`src/rtl/othello_move_ctrl_if.sv`:
```
// Bundles the move-entry handshake and the board RAM port used by othello_move_ctrl.
// The master side is the environment (requester plus RAM); the slave side is the controller.
interface othello_move_ctrl_if #(
  parameter int ADDR_W = 7
);
  logic              move_req;
  logic [5:0]        move_sq;
  logic              pass_req;
  logic [ADDR_W-1:0] mem_addr;
  logic [1:0]        mem_wdata;
  logic              mem_wren;
  logic [1:0]        mem_rdata;
  logic              busy;
  logic              move_ack;
  logic              move_nack;
  logic              player;
  logic [4:0]        flip_count;

  modport master (
    output move_req, move_sq, pass_req, mem_rdata,
    input  mem_addr, mem_wdata, mem_wren, busy, move_ack, move_nack, player, flip_count
  );

  modport slave (
    input  move_req, move_sq, pass_req, mem_rdata,
    output mem_addr, mem_wdata, mem_wren, busy, move_ack, move_nack, player, flip_count
  );
endinterface

```
`src/rtl/othello_move_ctrl.sv`:
```
// Sequences one Othello move on a 10x10 walled board RAM: empty check, 8-direction
// scan, flip writes, disc placement, then ack/nack. Owns the side-to-move register.
module othello_move_ctrl #(
  parameter int ADDR_W = 7,
  parameter int BASE   = 11,
  parameter int STRIDE = 10
) (
  input logic               clock,
  input logic               reset,
  othello_move_ctrl_if.slave bus
);

  typedef enum logic [3:0] {
    S_IDLE     = 4'd0,
    S_RD_ORG   = 4'd1,
    S_CHK_ORG  = 4'd2,
    S_DIR_INIT = 4'd3,
    S_SC_RD    = 4'd4,
    S_SC_EVAL  = 4'd5,
    S_FLIP     = 4'd6,
    S_NEXT_DIR = 4'd7,
    S_PLACE    = 4'd8,
    S_ACK      = 4'd9,
    S_NACK     = 4'd10
  } state_t;

  localparam logic [ADDR_W-1:0] ONE_C  = ADDR_W'(1'b1);
  localparam logic [ADDR_W-1:0] ZERO_C = ADDR_W'(1'b0);

  function automatic logic [ADDR_W-1:0] calc_org(input logic [5:0] sq);
    calc_org = ADDR_W'(BASE) + ADDR_W'(sq[5:3]) * ADDR_W'(STRIDE) + ADDR_W'(sq[2:0]);
  endfunction

  // Two's-complement step for each of the 8 scan directions, scanned in this order.
  function automatic logic [ADDR_W-1:0] dir_offset(input logic [2:0] d);
    case (d)
      3'd0:    dir_offset = ZERO_C - ADDR_W'(STRIDE) - ONE_C;
      3'd1:    dir_offset = ZERO_C - ADDR_W'(STRIDE);
      3'd2:    dir_offset = ZERO_C - ADDR_W'(STRIDE) + ONE_C;
      3'd3:    dir_offset = ZERO_C - ONE_C;
      3'd4:    dir_offset = ONE_C;
      3'd5:    dir_offset = ADDR_W'(STRIDE) - ONE_C;
      3'd6:    dir_offset = ADDR_W'(STRIDE);
      3'd7:    dir_offset = ADDR_W'(STRIDE) + ONE_C;
      default: dir_offset = ZERO_C;
    endcase
  endfunction

  state_t            state_r, state_next_s;
  logic [ADDR_W-1:0] org_r, org_next_s;
  logic [ADDR_W-1:0] pos_r, pos_next_s;
  logic [2:0]        dir_r, dir_next_s;
  logic [2:0]        k_r, k_next_s;
  logic [4:0]        total_r, total_next_s;
  logic              player_r, player_next_s;
  logic [4:0]        flip_count_r, flip_count_next_s;

  logic [ADDR_W-1:0] mem_addr_r, mem_addr_next_s;
  logic [1:0]        mem_wdata_r, mem_wdata_next_s;
  logic              mem_wren_r, mem_wren_next_s;
  logic              busy_r, busy_next_s;
  logic              move_ack_r, move_ack_next_s;
  logic              move_nack_r, move_nack_next_s;

  logic [ADDR_W-1:0] off_s;
  logic [1:0]        own_s;
  logic [1:0]        opp_s;

  assign off_s = dir_offset(dir_r);
  assign own_s = player_r ? 2'b10 : 2'b01;
  assign opp_s = player_r ? 2'b01 : 2'b10;

  // Next-state and datapath update for the move sequencer.
  always_comb begin
    state_next_s      = state_r;
    org_next_s        = org_r;
    pos_next_s        = pos_r;
    dir_next_s        = dir_r;
    k_next_s          = k_r;
    total_next_s      = total_r;
    player_next_s     = player_r;
    flip_count_next_s = flip_count_r;
    case (state_r)
      S_IDLE: begin
        if (bus.move_req) begin
          org_next_s   = calc_org(bus.move_sq);
          state_next_s = S_RD_ORG;
        end else if (bus.pass_req) begin
          player_next_s = ~player_r;
        end else begin
          player_next_s = player_r;
        end
      end
      S_RD_ORG: state_next_s = S_CHK_ORG;
      S_CHK_ORG: begin
        if (bus.mem_rdata != 2'b00) begin
          state_next_s = S_NACK;
        end else begin
          total_next_s = 5'd0;
          dir_next_s   = 3'd0;
          state_next_s = S_DIR_INIT;
        end
      end
      S_DIR_INIT: begin
        pos_next_s   = org_r + off_s;
        k_next_s     = 3'd0;
        state_next_s = S_SC_RD;
      end
      S_SC_RD: state_next_s = S_SC_EVAL;
      S_SC_EVAL: begin
        if (bus.mem_rdata == opp_s) begin
          k_next_s     = k_r + 3'd1;
          pos_next_s   = pos_r + off_s;
          state_next_s = S_SC_RD;
        end else if ((bus.mem_rdata == own_s) && (k_r != 3'd0)) begin
          pos_next_s   = pos_r - off_s;
          state_next_s = S_FLIP;
        end else begin
          state_next_s = S_NEXT_DIR;
        end
      end
      // Flips walk back toward the origin; the cell adjacent to it is the last one.
      S_FLIP: begin
        total_next_s = total_r + 5'd1;
        pos_next_s   = pos_r - off_s;
        if (pos_r == (org_r + off_s)) begin
          state_next_s = S_NEXT_DIR;
        end else begin
          state_next_s = S_FLIP;
        end
      end
      S_NEXT_DIR: begin
        if (dir_r == 3'd7) begin
          if (total_r != 5'd0) begin
            state_next_s = S_PLACE;
          end else begin
            state_next_s = S_NACK;
          end
        end else begin
          dir_next_s   = dir_r + 3'd1;
          state_next_s = S_DIR_INIT;
        end
      end
      S_PLACE: state_next_s = S_ACK;
      S_ACK: begin
        flip_count_next_s = total_r;
        player_next_s     = ~player_r;
        state_next_s      = S_IDLE;
      end
      S_NACK:  state_next_s = S_IDLE;
      default: state_next_s = S_IDLE;
    endcase
  end

  // Output values for the state being entered, so the registered outputs line up with it.
  always_comb begin
    mem_addr_next_s  = ZERO_C;
    mem_wdata_next_s = 2'b00;
    mem_wren_next_s  = 1'b0;
    move_ack_next_s  = 1'b0;
    move_nack_next_s = 1'b0;
    busy_next_s      = (state_next_s != S_IDLE);
    case (state_next_s)
      S_RD_ORG: mem_addr_next_s = org_next_s;
      S_SC_RD:  mem_addr_next_s = pos_next_s;
      S_FLIP: begin
        mem_addr_next_s  = pos_next_s;
        mem_wdata_next_s = own_s;
        mem_wren_next_s  = 1'b1;
      end
      S_PLACE: begin
        mem_addr_next_s  = org_r;
        mem_wdata_next_s = own_s;
        mem_wren_next_s  = 1'b1;
      end
      S_ACK:   move_ack_next_s  = 1'b1;
      S_NACK:  move_nack_next_s = 1'b1;
      default: mem_addr_next_s  = ZERO_C;
    endcase
  end

  // State, datapath and output registers with synchronous reset.
  always_ff @(posedge clock) begin
    if (reset) begin
      state_r      <= S_IDLE;
      org_r        <= ZERO_C;
      pos_r        <= ZERO_C;
      dir_r        <= 3'd0;
      k_r          <= 3'd0;
      total_r      <= 5'd0;
      player_r     <= 1'b0;
      flip_count_r <= 5'd0;
      mem_addr_r   <= ZERO_C;
      mem_wdata_r  <= 2'b00;
      mem_wren_r   <= 1'b0;
      busy_r       <= 1'b0;
      move_ack_r   <= 1'b0;
      move_nack_r  <= 1'b0;
    end else begin
      state_r      <= state_next_s;
      org_r        <= org_next_s;
      pos_r        <= pos_next_s;
      dir_r        <= dir_next_s;
      k_r          <= k_next_s;
      total_r      <= total_next_s;
      player_r     <= player_next_s;
      flip_count_r <= flip_count_next_s;
      mem_addr_r   <= mem_addr_next_s;
      mem_wdata_r  <= mem_wdata_next_s;
      mem_wren_r   <= mem_wren_next_s;
      busy_r       <= busy_next_s;
      move_ack_r   <= move_ack_next_s;
      move_nack_r  <= move_nack_next_s;
    end
  end

  assign bus.mem_addr   = mem_addr_r;
  assign bus.mem_wdata  = mem_wdata_r;
  assign bus.mem_wren   = mem_wren_r;
  assign bus.busy       = busy_r;
  assign bus.move_ack   = move_ack_r;
  assign bus.move_nack  = move_nack_r;
  assign bus.player     = player_r;
  assign bus.flip_count = flip_count_r;

endmodule

```
`src/flat_wrapper.sv`:
```
// flat-port wrapper written by rule: the top's interface ports become plain ports
module othello_move_ctrl_flat 
#(
  parameter int ADDR_W = 7,
  parameter int BASE   = 11,
  parameter int STRIDE = 10
)
  (clock, reset, bus_move_req, bus_move_sq, bus_pass_req, bus_mem_rdata, bus_mem_addr, bus_mem_wdata, bus_mem_wren, bus_busy, bus_move_ack, bus_move_nack, bus_player, bus_flip_count);
  othello_move_ctrl_if #(.ADDR_W(ADDR_W)) bus_i ();
  input logic clock;
  input logic reset;
  input wire logic [$bits(bus_i.move_req)-1:0] bus_move_req;
  input wire logic [$bits(bus_i.move_sq)-1:0] bus_move_sq;
  input wire logic [$bits(bus_i.pass_req)-1:0] bus_pass_req;
  input wire logic [$bits(bus_i.mem_rdata)-1:0] bus_mem_rdata;
  output wire logic [$bits(bus_i.mem_addr)-1:0] bus_mem_addr;
  output wire logic [$bits(bus_i.mem_wdata)-1:0] bus_mem_wdata;
  output wire logic [$bits(bus_i.mem_wren)-1:0] bus_mem_wren;
  output wire logic [$bits(bus_i.busy)-1:0] bus_busy;
  output wire logic [$bits(bus_i.move_ack)-1:0] bus_move_ack;
  output wire logic [$bits(bus_i.move_nack)-1:0] bus_move_nack;
  output wire logic [$bits(bus_i.player)-1:0] bus_player;
  output wire logic [$bits(bus_i.flip_count)-1:0] bus_flip_count;
  assign bus_i.move_req = bus_move_req;
  assign bus_i.move_sq = bus_move_sq;
  assign bus_i.pass_req = bus_pass_req;
  assign bus_i.mem_rdata = bus_mem_rdata;
  assign bus_mem_addr = bus_i.mem_addr;
  assign bus_mem_wdata = bus_i.mem_wdata;
  assign bus_mem_wren = bus_i.mem_wren;
  assign bus_busy = bus_i.busy;
  assign bus_move_ack = bus_i.move_ack;
  assign bus_move_nack = bus_i.move_nack;
  assign bus_player = bus_i.player;
  assign bus_flip_count = bus_i.flip_count;
  othello_move_ctrl #(.ADDR_W(ADDR_W), .BASE(BASE), .STRIDE(STRIDE)) u_core (.clock(clock), .reset(reset), .bus(bus_i));
endmodule
```
`config.mk`:
```
export PLATFORM = sky130hd
export DESIGN_NAME = othello_move_ctrl_flat
export DESIGN_NICKNAME = d
export VERILOG_FILES = /design/src/rtl/othello_move_ctrl_if.sv /design/src/rtl/othello_move_ctrl.sv /design/src/flat_wrapper.sv
export SDC_FILE = /design/constraint.sdc
export NUM_CORES = 1
export LEC_CHECK = 0
export CAP_MARGIN = 20
export CORE_UTILIZATION = 50
export DETAILED_ROUTE_END_ITERATION = 10
export GPL_TIMING_DRIVEN = 0
export PLACE_DENSITY = 0.7
export SYNTH_ARGS = -nofsm -noshare
export SYNTH_HDL_FRONTEND = slang
export SYNTH_SLANG_ARGS = --single-unit
```
`constraint.sdc`:
```
create_clock -name clock -period 6.5 [get_ports clock]
set_clock_uncertainty 0.15 [all_clocks]
set_input_delay 0.975 -clock clock [delete_from_list [all_inputs] [get_ports clock]]
set_output_delay 0.975 -clock clock [all_outputs]
set_load 0.05 [all_outputs]
```
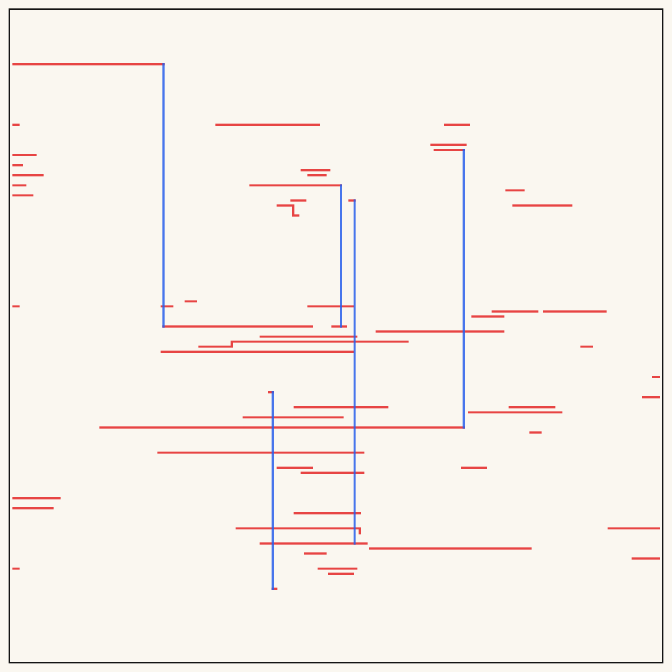
**Above:** run 1 (metal layers overlaid).
Only two layers are drawn.
Key: metal 3 = red [wire length 466 um]; metal 4 = blue [wire length 165 um]
vias: 3297
routed wire length: 8.99 mm
GRT Util Overall: 0.250
wire per inst: 15.6 um

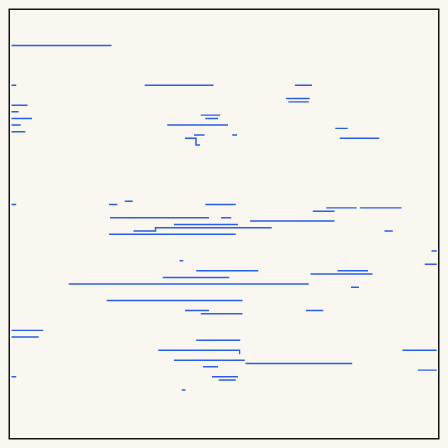
**Above:** run 1 (the metal 3 layer).
The layer holds 5.2% of the routed length. The longest straight run is 49.0 um. The wires run mostly horizontal. The layer carries 466 um of wire. 51 nets have wire on it.
met3 Use GR: 0.0283

==> reports/results.ini, run 1 <==
[synthesis]
simple_gate_share = 0.219
ys_seq_share = 0.282
ys_async_sr_fraction = 0
synth_area_leader_cell = dfxtp_1
xor_share = 0.0726
ys_sh_mux = 0.0251
edf_count = 0
ys_sh_aoi = 0.215
ys_top_logic_family = simple AND/OR/NAND/NOR gates
ys_top_cells_by_count = dfxtp_1, nor2_1, nand2_1
synthesis.nets = 491
ys.warnings.count = 0
yosys-stat-cells = 442
ys_area_sq_um = 3690
synth_area_sq_um = 3690
ys.flop_type = dfxtp_1
yosys-top-cells-area = dfxtp_1, ha_1, a21oi_1
top_cell = dfxtp_1
synth_cells = 442
yosysUniqueCellTypes = 66
synth_area_per_cell_sq_um = 8.35

[power]
powerClk_mw = 0.190
sw_frac_of_total = 0.358
power_frac_comb = 0.336
cellPowerDensity_nw_per_um2 = 195
fin_total_pwr_mw = 0.818
peakVddDrop_v = 0.000108
switching_power_mw = 0.292
pwr-share-clk = 0.233
pg_comb_mw = 0.275
pg_seq_mw = 0.353
p_seq_frac = 0.431

[clock_network]
clockBufferDepth = 2
path_clk_slew_ns = 0.11
htreeDepth = 2
cts_setup_buffers = 0
cts_tree = done
clock_sink_count = 52
clk_latency_ns = 0.31
cts-hold-fix-buffers = 0

[finish]
drive_above_1_share = 0.0708
area_dominant_class = combinational gates
nMultiInputCombCells = 344
comb_area_sq_um = 2450
final_cells = 576
nClkBuffers = 6
flops = 52
seq_area_frac = 0.248
inverters_excl_clock = 28
layout_top_cells = dfxtp_1, nor2_1, nand2_1
antenna_cells = 0
final_util = 0.604
num-nonclk-buffers = 48
postLayoutCellArea_sq_um = 4200
layout.nets = 528
clkCellAreaFrac = 0.0206
comb_share = 0.585
fillerInstances = 666

[detailed_routing]
vias_per_cell = 5.72
drt_pre_antenna_iters = 4
drt_first_iter_violations = 235
drc = 0
wl_met2_mm = 4.11
wl_met1_mm = 4.25

[setup_path]
crit_end = u_core.bus.mem_addr[6]
worstSetupStartpointType = input port
ff2ff_setup_slack_ns = 3.05
worstSetupStartpoint = bus_mem_rdata[1]
r2r_cells = 9
worstPathCellList = clkdlybuf4s50_1 -> nor3b_1 -> a21o_1 -> a2111oi_1 -> nor2_2 -> a21boi_1 -> a22oi_1 -> o32ai_2
critPathSlowestCell = clkdlybuf4s50_1
max_stage_delay_ns = 0.65
path_class = in -> reg
crit_buf_inv = 1
arrival_ns = 3.74
cpLargestDelayFamily = AND-OR/OR-AND gates
cp_max_fo = 10
crit_cells = 8
timing.rr.end = u_core.bus.mem_addr[5]
worst_setup_path_end_kind = register
timing.rr.start = u_core.off_s[5]
critPathRequiredTime_ns = 6.58

[min_path]
hp-class = reg -> reg
hold_depth = 2
holdCritStartpoint = u_core.org_r[3]
whs_endpoint = u_core.org_r[3]

[grt]
use_met2 = 0.419
grt_max_degree = 17
grt_pass1_vias = 3094
grt_pass1_wl_mm = 15.0
grt_overflow = 0
busiest_layer = met2

[floorplan]
initial_core_util = 0.531
coreArea_sq_um = 6940
rows = 30
fp.dieH_um = 87.9
die-area_sq_um = 7720
io_pins = 31
die_w_um = 87.9
taps = 96

[place]
place.gp.congestion = 0.891
place_inst = 568
dpl.hpwl_mm = 6.95
dp_slack_ns = 2.49
port_buffers = 30
placed_cell_area_sq_um = 4110

[run]
cap_violations = 0
warning_count = 34

[sta]
tightest_slew_ns = 0.975
fin_crit_ns = 3.66
fin_hold_ws_ns = 0.336
worst_slack_ns = 2.84
rsz0062_at_grt = no
finalSetupTns_ns = 0
finalCritPeriodShare = 0.563
hold_viol_final = 0

[run_status]
status = finished clean

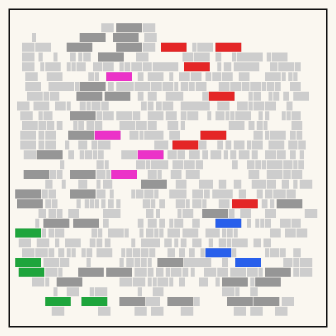
**Above:** run 1 (where the registers sit).
Other sequential cells in the stronger grey, the rest of the logic in the fainter grey.
Key: u_core.off_s = magenta [sequential cells 4]; u_core.pos_r = red [sequential cells 7]; u_core.k_r = blue [sequential cells 3]; u_core.bus.flip_count = green [sequential cells 5, where lower left]
Another 33 sequential cells are not coloured.

**Run 1: routing congestion**

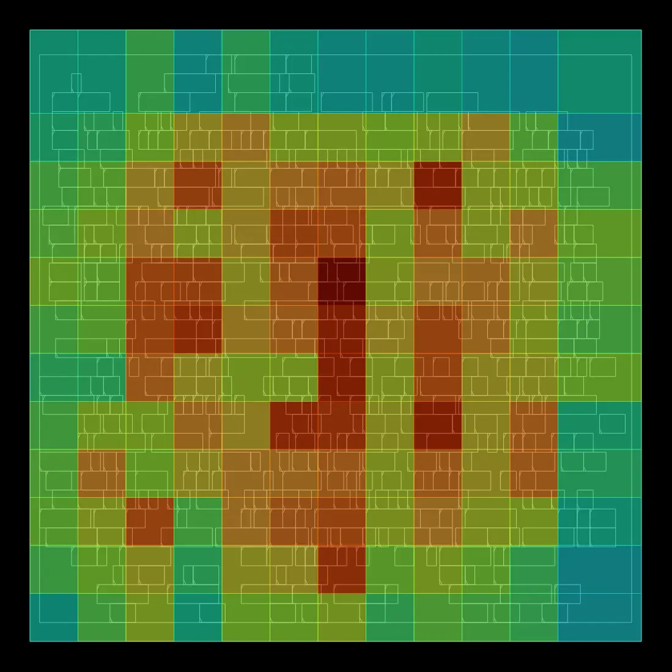

--- run 2 (diff from run 1) ---
--- a/config.mk
+++ b/config.mk
@@ -9,7 +9,7 @@
 export CORE_UTILIZATION = 50
 export DETAILED_ROUTE_END_ITERATION = 10
 export GPL_TIMING_DRIVEN = 0
-export PLACE_DENSITY = 0.7
+export PLACE_DENSITY = 0.73
 export SYNTH_ARGS = -nofsm -noshare
 export SYNTH_HDL_FRONTEND = slang
 export SYNTH_SLANG_ARGS = --single-unit
==> constraint.sdc (replaced) <==
create_clock -name clock -period 3.2 [get_ports clock]
set_clock_uncertainty 0.15 [all_clocks]
set_input_delay 0.48 -clock clock [delete_from_list [all_inputs] [get_ports clock]]
set_output_delay 0.48 -clock clock [all_outputs]
set_load 0.05 [all_outputs]
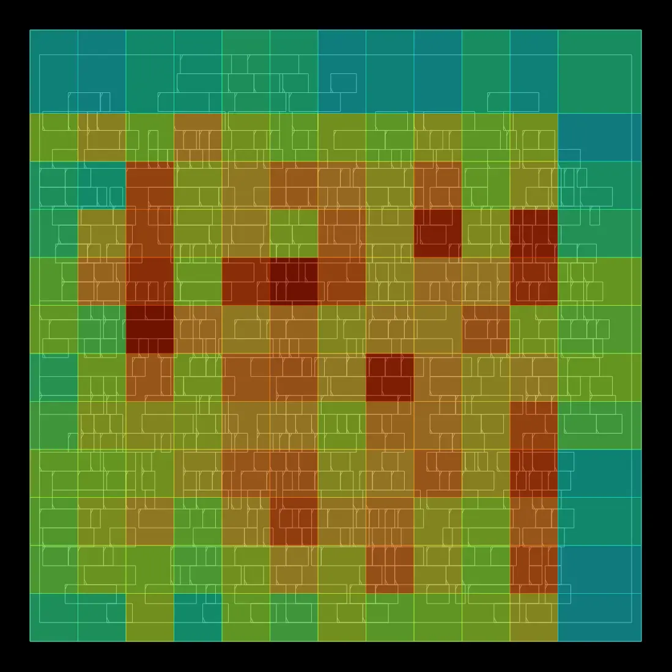
**Above:** run 2 (routing congestion).
Final Util: 0.615
wire per inst: 15.8 um
layer carrying the most global-route usage: met2

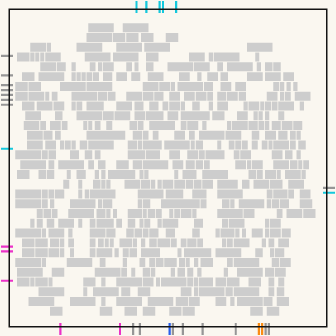
**Above:** run 2 (I/O pins on the die edge).
Pins as bars across the die edge, other pins in grey.
Key: bus_move_ack = blue [pins 1, direction output, edge bottom]; bus_flip_count = magenta [pins 5, direction output, edge 3 left, 2 bottom]; bus_mem_wdata = orange [pins 2, direction output, edge bottom]; bus_mem_addr = cyan [pins 7, direction output, edge 5 top, 1 left, 1 right]

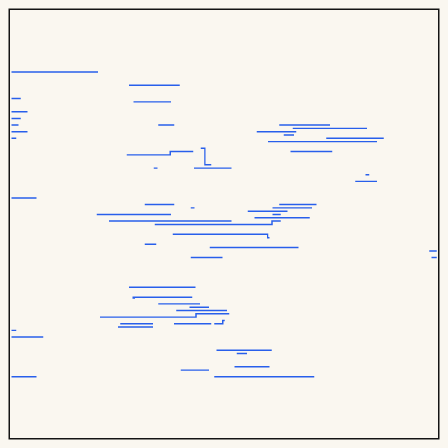
**Above:** run 2 (the metal 3 layer).
routed wire length: 9.12 mm
met3 Use GR: 0.0302

==> reports/results.ini, run 2 <==
[run_status]
status = finished clean

[floorplan]
initial_core_util = 0.531  ; unchanged
die-area_sq_um = 7720  ; unchanged
fp.dieH_um = 87.9  ; unchanged
die_w_um = 87.9  ; unchanged
io_pins = 31  ; unchanged
rows = 30  ; unchanged
coreArea_sq_um = 6940  ; unchanged
taps = 96  ; unchanged

[finish]
seq_area_frac = 0.244  ; -0.00400
clkCellAreaFrac = 0.0322  ; +0.0117
flops = 52  ; unchanged
postLayoutCellArea_sq_um = 4270  ; +1.8%
nMultiInputCombCells = 344  ; unchanged
inverters_excl_clock = 28  ; unchanged
antenna_cells = 0  ; unchanged
num-nonclk-buffers = 48  ; unchanged
final_cells = 576  ; unchanged
comb_share = 0.580  ; -0.00513
layout_top_cells = dfxtp_1, nor2_1, nand2_1
area_delta_synth_final_pct = 15.7
drive_above_1_share = 0.0833  ; +0.0125
fillerInstances = 627  ; -5.9%
layout.nets = 528  ; unchanged
area_dominant_class = combinational gates

[place]
dpl.hpwl_mm = 6.98  ; +0.50%
place_inst = 568  ; unchanged
place.gp.congestion = 0.906  ; +1.6%
port_buffers = 30  ; unchanged

[setup_path]
worstPathCellList = inv_1 -> ha_1 -> buf_2 -> nand2b_1 -> a21oi_2 -> nor4_1 -> a211oi_2 -> mux2_2 -> nor4_2 -> a2111oi_0
crit_end = u_core.pos_r[6]
crit_cells = 10  ; +2
critPathRequiredTime_ns = 3.23  ; -3.35 ns
r2r_cells = 10  ; +1
worst_setup_path_end_kind = register
worstSetupStartpoint = u_core.off_s[5]
max_stage_delay_ns = 0.51  ; -0.14 ns
timing.rr.end = u_core.pos_r[6]
path_class = reg -> reg
worstSetupStartpointType = register
crit_buf_inv = 2  ; +1
cpLargestDelayFamily = AND-OR/OR-AND gates
cp_max_fo = 11  ; +1
critPathSlowestCell = dfxtp_2

[synthesis]
synthesis.nets = 491  ; unchanged
synth_cells = 442  ; unchanged
yosys-top-cells-area = dfxtp_1, ha_1, a21oi_1
synth_area_leader_cell = dfxtp_1
xor_share = 0.0726  ; unchanged
ys_sh_aoi = 0.215  ; unchanged
ys_sh_mux = 0.0251  ; unchanged
ys_seq_share = 0.282  ; unchanged
ys.flop_type = dfxtp_1
yosys-stat-cells = 442  ; unchanged
synth_area_per_cell_sq_um = 8.35  ; unchanged
ys_area_sq_um = 3690  ; unchanged
yosysUniqueCellTypes = 66  ; unchanged
ys_top_logic_family = simple AND/OR/NAND/NOR gates
simple_gate_share = 0.219  ; unchanged
ys.warnings.count = 0  ; unchanged
edf_count = 0  ; unchanged
synth_area_sq_um = 3690  ; unchanged
ys_async_sr_fraction = 0  ; unchanged
top_cell = dfxtp_1

[clock_network]
clockBufferDepth = 2  ; unchanged
cts-hold-fix-buffers = 0  ; unchanged
htreeDepth = 2  ; unchanged
cts_tree = done
clk_latency_ns = 0.31  ; about the same
clock_sink_count = 52  ; unchanged
cts_root_buffer = clkbuf_8
path_clk_slew_ns = 0.10  ; about the same

[detailed_routing]
wl_met2_mm = 4.32  ; +5.2%
drc = 0  ; unchanged
vias = 3375  ; +2.4%
vias_per_cell = 5.86  ; +2.4%
drt_first_iter_violations = 264  ; +12%

[power]
switching_power_mw = 0.597  ; +100%
cellPowerDensity_nw_per_um2 = 427  ; +120%
sw_frac_of_total = 0.327  ; -0.0304
pg_comb_mw = 0.565  ; +110%
p_seq_frac = 0.393  ; -0.038
powerClk_mw = 0.543  ; +190%
pg_seq_mw = 0.717  ; +100%
fin_total_pwr_mw = 1.82  ; +120%
power_frac_comb = 0.310  ; -0.026
pwr-share-clk = 0.298  ; +0.065
peakVddDrop_v = 0.000247  ; +130%

[grt]
grt_util_all_layers = 0.251  ; +0.000547
use_met2 = 0.433  ; +0.0148
grt_pass1_vias = 3220  ; +4.1%
grt_pass1_wl_mm = 15.2  ; +0.87%
grt_overflow = 0  ; unchanged
grt_max_degree = 18  ; +1

[sta]
tightest_slew_ns = 1.09  ; +0.113 ns
worst_slack_ns = 0.183  ; -2.66 ns
fin_hold_ws_ns = 0.338  ; +0.00163 ns
rsz0062_at_grt = no
fin_crit_ns = 3.02
finalSetupTns_ns = 0  ; unchanged
hold_viol_final = 0  ; unchanged
finalCritPeriodShare = 0.943

[min_path]
whs_endpoint = u_core.k_r[0]
hold_depth = 2  ; unchanged
holdCritStartpoint = u_core.k_r[0]
hp-class = reg -> reg

[run]
warning_count = 34  ; unchanged
cap_violations = 0  ; unchanged

**Run 2: metal layers overlaid**

Only two layers are drawn.
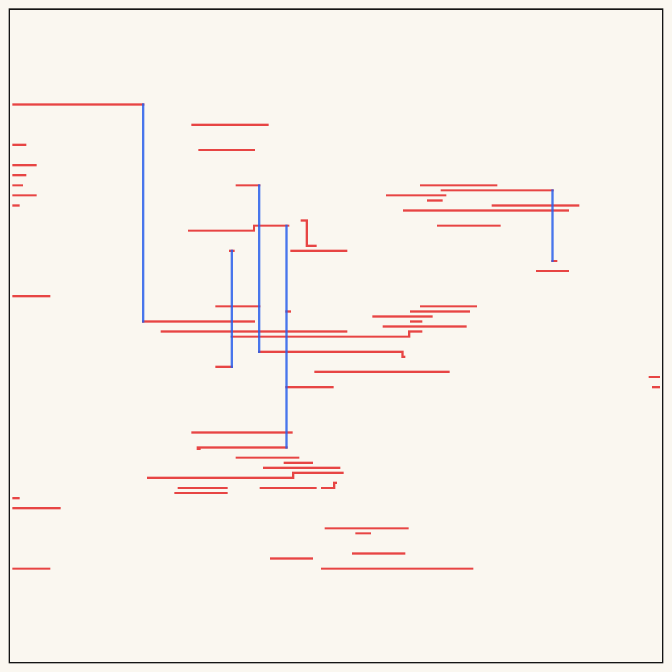

--- run 3 (diff from run 2) ---
--- a/config.mk
+++ b/config.mk
@@ -9,7 +9,8 @@
 export CORE_UTILIZATION = 50
 export DETAILED_ROUTE_END_ITERATION = 10
 export GPL_TIMING_DRIVEN = 0
-export PLACE_DENSITY = 0.73
+export HOLD_SLACK_MARGIN = 0.03
+export PLACE_DENSITY = 0.7
 export SYNTH_ARGS = -nofsm -noshare
 export SYNTH_HDL_FRONTEND = slang
 export SYNTH_SLANG_ARGS = --single-unit
==> constraint.sdc (replaced) <==
create_clock -name clock -period 3.25 [get_ports clock]
set_clock_uncertainty 0.15 [all_clocks]
set_input_delay 0.4875 -clock clock [delete_from_list [all_inputs] [get_ports clock]]
set_output_delay 0.4875 -clock clock [all_outputs]
set_load 0.05 [all_outputs]
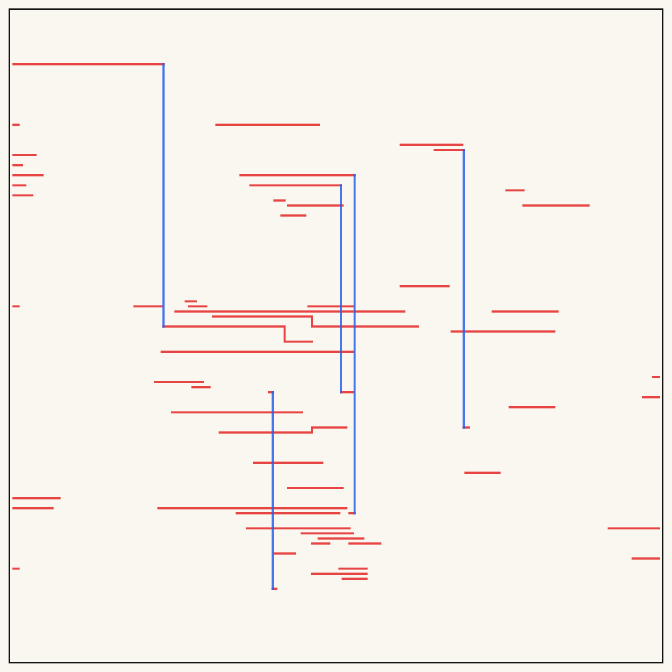
**Above:** run 3 (metal layers overlaid).
Only two layers are drawn.
Key: metal 4 = blue [wire length 173 um]; metal 3 = red [wire length 450 um]
routed wire length: 9.05 mm
wire per inst: 15.7 um
vias: 3284

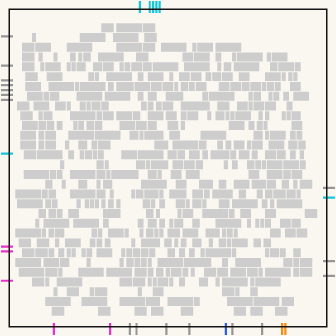
**Above:** run 3 (I/O pins on the die edge).
Pins as bars across the die edge, other pins in grey.
die height: 87.9 um
Port Buffers: 30
chip width: 87.9 um

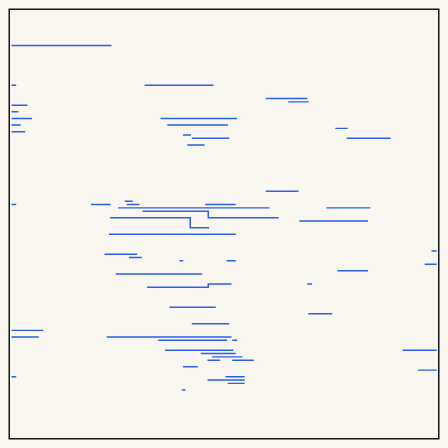
**Above:** run 3 (the metal 3 layer).
met3 Use GR: 0.0283

==> reports/results.ini, run 3 <==
[finish]
layout.nets = 528  ; unchanged
seq_area_frac = 0.247  ; +0.00297
fillerInstances = 659  ; +5.1%
clkCellAreaFrac = 0.0205  ; -0.0118
num-nonclk-buffers = 48  ; unchanged
final_cells = 576  ; unchanged
area_delta_synth_final_pct = 14.3
antenna_cells = 0  ; unchanged
flops = 52  ; unchanged
postLayoutCellArea_sq_um = 4220  ; -1.2%

[synthesis]
synth_cells = 442  ; unchanged
yosysUniqueCellTypes = 66  ; unchanged
edf_count = 0  ; unchanged
ys.flop_type = dfxtp_1
synthesis.nets = 491  ; unchanged
yosys-stat-cells = 442  ; unchanged
ys_area_sq_um = 3690  ; unchanged
synth_area_sq_um = 3690  ; unchanged
xor_share = 0.0726  ; unchanged
top_cell = dfxtp_1
synth_area_leader_cell = dfxtp_1
ys.warnings.count = 0  ; unchanged
yosys-top-cells-area = dfxtp_1, ha_1, a21oi_1
synth_area_per_cell_sq_um = 8.35  ; unchanged
ys_sh_aoi = 0.215  ; unchanged

[floorplan]
taps = 96  ; unchanged
io_pins = 31  ; unchanged
rows = 30  ; unchanged
initial_core_util = 0.531  ; unchanged

[power]
p_seq_frac = 0.429  ; +0.036
peakVddDrop_v = 0.000216  ; -13%
pg_comb_mw = 0.556  ; -2%
fin_total_pwr_mw = 1.64  ; -10%
power_frac_comb = 0.338  ; +0.028
pwr-share-clk = 0.232  ; -0.066
pg_seq_mw = 0.705  ; -2%

[sta]
fin_crit_ns = 3.03  ; +0.0137 ns
tightest_slew_ns = 1.07  ; -0.0171 ns
finalSetupTns_ns = 0  ; unchanged
worst_slack_ns = 0.219  ; +0.0363 ns

[setup_path]
max_stage_delay_ns = 0.51  ; about the same
cp_max_fo = 11  ; unchanged
critPathRequiredTime_ns = 3.29  ; +0.06 ns
worst_setup_path_end_kind = register
crit_end = u_core.bus.mem_addr[6]
path_class = reg -> reg
cpLargestDelayFamily = AND-OR/OR-AND gates
worstSetupStartpoint = u_core.off_s[5]
crit_cells = 10  ; unchanged
worstSetupStartpointType = register
worstPathCellList = inv_1 -> ha_1 -> buf_2 -> nand2b_1 -> a21oi_2 -> nor4_1 -> a211oi_2 -> mux2_2 -> nor4_2 -> o32ai_2
r2r_cells = 10  ; unchanged

[clock_network]
clk_latency_ns = 0.32  ; about the same
htreeDepth = 2  ; unchanged
cts-hold-fix-buffers = 0  ; unchanged
clockBufferDepth = 2  ; unchanged
clock_sink_count = 52  ; unchanged

[grt]
use_met2 = 0.419  ; -0.0148
grt_pass1_wl_mm = 15.0  ; -0.86%
grt_max_degree = 17  ; -1
grt_pass1_vias = 3094  ; -3.9%
busiest_layer = met2
grt_overflow = 0  ; unchanged

[place]
place_inst = 568  ; unchanged
place.gp.congestion = 0.891  ; -1.6%

[min_path]
hold_depth = 2  ; unchanged
whs_endpoint = u_core.org_r[3]
hp-class = reg -> reg

[run]
warning_count = 34  ; unchanged

[run_status]
status = finished clean

[detailed_routing]
drc = 0  ; unchanged

Power is estimated from default activity; no workload was simulated.
